File: config.mk
export PLATFORM = sky130hd
export DESIGN_NAME = microseq_ctrl
export DESIGN_NICKNAME = d
export VERILOG_FILES = /design/src/rtl/microseq_ctrl.sv
export SDC_FILE = /design/constraint.sdc
export NUM_CORES = 1
export LEC_CHECK = 0
export CORE_ASPECT_RATIO = 1.4
export CORE_MARGIN = 4
export CORE_UTILIZATION = 54
export DETAILED_ROUTE_END_ITERATION = 10
export GPL_TIMING_DRIVEN = 1
export PLACE_DENSITY = 0.85
export SKIP_CTS_REPAIR_TIMING = 1
export SYNTH_ARGS = -nofsm -noshare
export SYNTH_HDL_FRONTEND = slang
export SYNTH_SLANG_ARGS = --single-unit
File: constraint.sdc
create_clock -name clk -period 3.4 [get_ports clk]
set_clock_uncertainty 0.2 [all_clocks]
set_input_delay 0.51 -clock clk [delete_from_list [all_inputs] [get_ports clk]]
set_output_delay 0.51 -clock clk [all_outputs]
set_load 0.05 [all_outputs]
File: src/rtl/microseq_ctrl.sv
// Next-address controller: decodes the microinstruction sequencing field into counter cmd/load_addr.
// cmd/load_addr are combinational (zero latency); hold stalls all sequencing and stack state.
package microaddr;
    typedef enum logic [1:0] {
        CMD_NONE = 2'd0,
        CMD_INC  = 2'd1,
        CMD_LOAD = 2'd2
    } cmd;
endpackage

module microseq_ctrl #(
    parameter int STACK_DEPTH = 4
) (
    input  logic                               clk,
    input  logic                               reset,
    input  logic [2:0]                         seq_op,
    input  logic [10:0]                        target,
    input  logic [7:0]                         opcode,
    input  logic                               flag_z,
    input  logic                               flag_c,
    input  logic                               mem_ready,
    input  logic                               hold,
    input  logic [10:0]                        addr,
    output microaddr::cmd                      cmd,
    output logic [10:0]                        load_addr,
    output logic [$clog2(STACK_DEPTH+1)-1:0]   depth,
    output logic                               stack_err
);
    localparam int DW = $clog2(STACK_DEPTH + 1);
    localparam int AW = (STACK_DEPTH > 1) ? $clog2(STACK_DEPTH) : 1;

    localparam logic [2:0] OP_NEXT     = 3'd0;
    localparam logic [2:0] OP_JUMP     = 3'd1;
    localparam logic [2:0] OP_DISPATCH = 3'd2;
    localparam logic [2:0] OP_BRZ      = 3'd3;
    localparam logic [2:0] OP_BRC      = 3'd4;
    localparam logic [2:0] OP_CALL     = 3'd5;
    localparam logic [2:0] OP_RET      = 3'd6;
    localparam logic [2:0] OP_WAIT     = 3'd7;

    typedef enum logic {
        ST_RUN   = 1'b0,
        ST_FAULT = 1'b1
    } state_t;

    state_t        state, state_nxt;
    logic          push, pop, err_set;
    logic [10:0]   stack_mem [2**AW];
    logic [DW-1:0] depth_m1;
    logic          stack_full, stack_empty;

    assign depth_m1    = depth - 1'b1;
    assign stack_full  = (depth >= DW'(STACK_DEPTH));
    assign stack_empty = (depth == '0);

    always_comb begin
        cmd       = microaddr::CMD_NONE;
        load_addr = '0;
        push      = 1'b0;
        pop       = 1'b0;
        err_set   = 1'b0;
        state_nxt = state;
        if (!reset && state == ST_RUN && !hold) begin
            case (seq_op)
                OP_NEXT: cmd = microaddr::CMD_INC;
                OP_JUMP: begin
                    cmd       = microaddr::CMD_LOAD;
                    load_addr = target;
                end
                OP_DISPATCH: begin
                    cmd       = microaddr::CMD_LOAD;
                    load_addr = {opcode, 3'b000};
                end
                OP_BRZ, OP_BRC: begin
                    if ((seq_op == OP_BRZ) ? flag_z : flag_c) begin
                        cmd       = microaddr::CMD_LOAD;
                        load_addr = target;
                    end else begin
                        cmd = microaddr::CMD_INC;
                    end
                end
                OP_CALL: begin
                    if (stack_full) begin
                        err_set   = 1'b1;
                        state_nxt = ST_FAULT;
                    end else begin
                        cmd       = microaddr::CMD_LOAD;
                        load_addr = target;
                        push      = 1'b1;
                    end
                end
                OP_RET: begin
                    if (stack_empty) begin
                        err_set   = 1'b1;
                        state_nxt = ST_FAULT;
                    end else begin
                        cmd       = microaddr::CMD_LOAD;
                        load_addr = stack_mem[depth_m1[AW-1:0]];
                        pop       = 1'b1;
                    end
                end
                OP_WAIT: cmd = mem_ready ? microaddr::CMD_INC : microaddr::CMD_NONE;
                default: cmd = microaddr::CMD_NONE;
            endcase
        end
    end

    always_ff @(posedge clk) begin
        if (reset) begin
            state     <= ST_RUN;
            depth     <= '0;
            stack_err <= 1'b0;
        end else begin
            state <= state_nxt;
            if (push)
                depth <= depth + 1'b1;
            else if (pop)
                depth <= depth_m1;
            if (err_set)
                stack_err <= 1'b1;
        end
    end

    // Return address is the microword after the CALL; 11-bit wrap is intended.
    always_ff @(posedge clk) begin
        if (push)
            stack_mem[depth[AW-1:0]] <= addr + 11'd1;
    end
endmodule

Signal metal coverage by tile:
The bar under the picture is 20 um long. 13 x 18 tiles, from dark blue (low) to red (high), scaled to the fullest tile. Values are wire area over tile area, all layers added.
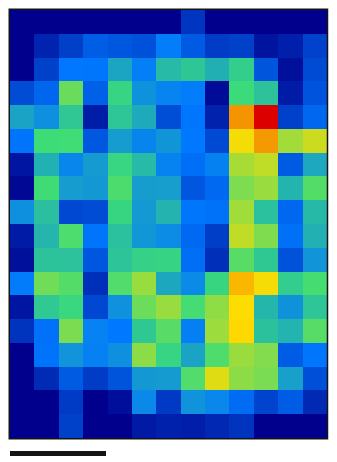
nearly empty tiles = 12%
fullest tile = 0.48
tiles over half the peak = 20%

Sequential cells colored by netlist name:
The bar under the picture is 20 um long. Other sequential cells in the stronger gray, the rest of the logic in the fainter gray.
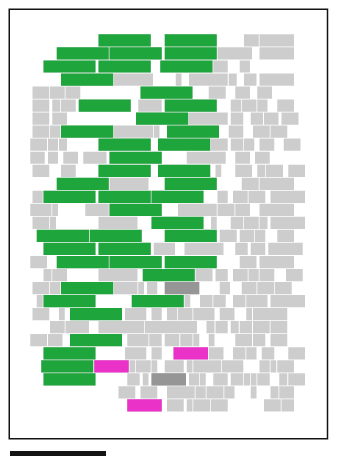
stack_mem -> green  # placed flops 44
depth -> magenta  # placed flops 3
not colored = 2

==> impl_metrics.ini <==
; implementation run metrics
[outcome]
status = complete, no violations

[sta]
fin_crit_ps = 3110
worst_slack_ps = 288
rsz0062_at_grt = false

[drt]
vias = 1752
routed_wl_um = 5330
viasPerCell = 5.71
drtIter0Drc = 183
wl_per_cell_um = 17.4

[clock_network]
cts_tree = done
cts_sinks = 49
root_buffer = clkbuf_8
cts_buffer_depth = 2

[setup_path]
worstRegToRegCells = 7
startpoint = seq_op[1]
reg2reg_to = depth[1]$_SDFFE_PP0P_
crit_type = primary input to primary output
cp-start-kind = primary input
critical_path.max_fanout = 13
crit_end = load_addr[10]
crit_required_ps = 2690
cp_cell_sequence = clkdlybuf4s50_1 > or2b_1 > a32o_1 > a22oi_1 > a21oi_2 > buf_12

[logic_synthesis]
ys_chip_area_sq_um = 2550
synth_cells = 188
top_area_cell = edfxtp_1
synth_cell_type_count = 44
syn_area_sq_um = 2550

[cells_and_area]
antennaDiodeCount = 0
drive_above_1_share_pct = 22.4
fill_cells = 290
finalInstanceArea_sq_um = 3420
final_cell_mix = 44 x edfxtp_1, 42 x clkdlybuf4s50_1, 12 x buf_12

[grt]
overflow = 0
grt_usage_pct = 19.2

[die]
die_width_um = 66.1
fp_util_pct = 56.2
core_area_sq_um = 4540

[place]
place_ws_ps = 323

[pwr]
power_density_nw_per_um2 = 365
==> cells by family (layout without fill, tap and decap cells) <==
kind of cell / after synthesis / count (layout) / synth area share, %
simple gates: 50 / 50 / 12.3
xor+xnor: 10 / 10 / 3.43
fa+ha+maj: 6 / 6 / 2.94
flops: 49 / 49 / 55.7
compound gates: 41 / 41 / 11.3
buf+inv: 20 / 77 / 3.97
mux: 12 / 12 / 10.3
==> power by group <==
part	switching (mW)	internal (mW)
combinational	0.100	0.0996
sequential	0.00205	0.661
clock	0.170	0.217
==> per-stage QoR <==
step	instances	hold WS, ps	total power, mW	utilization, %
floorplan	188	311	0.782	-
finish	307	311	1.25	75.4
CTS	307	315	1.26	75.4
global placement	299	255	0.873	73.1
detailed placement	299	301	0.876	73.1
global route	307	350	1.30	75.4
==> worst max-delay path: cells and delay by family <==
kind	cells	cell delay (ps)
buffers and inverters	2	870
AND-OR/OR-AND	3	750
AND/OR/NAND/NOR	1	270
==> flip-flops by register name, summed over array words and instances, names as in the netlist <==
signal	cells
depth	3
stack_err	1
stack_mem	44
state	1
==> layer usage <==
metal / track usage, % / wire [um]
met5: 0 / 0
met1: 22.4 / 2140
met3: 2.14 / 297
met4: 8.32 / 94
met2: 35.3 / 2800
==> final cells by class <==
type | instances | share of cell area (%)
inverter | 8 | 0.878
clock buffer | 6 | 2.12
timing repair buffer | 61 | 20.8
multi-input combinational | 119 | 31.4
clock inverter | 2 | 0.987
sequential | 49 | 41.5
tap | 62 | 2.27
Power and IR drop assume default switching activity.
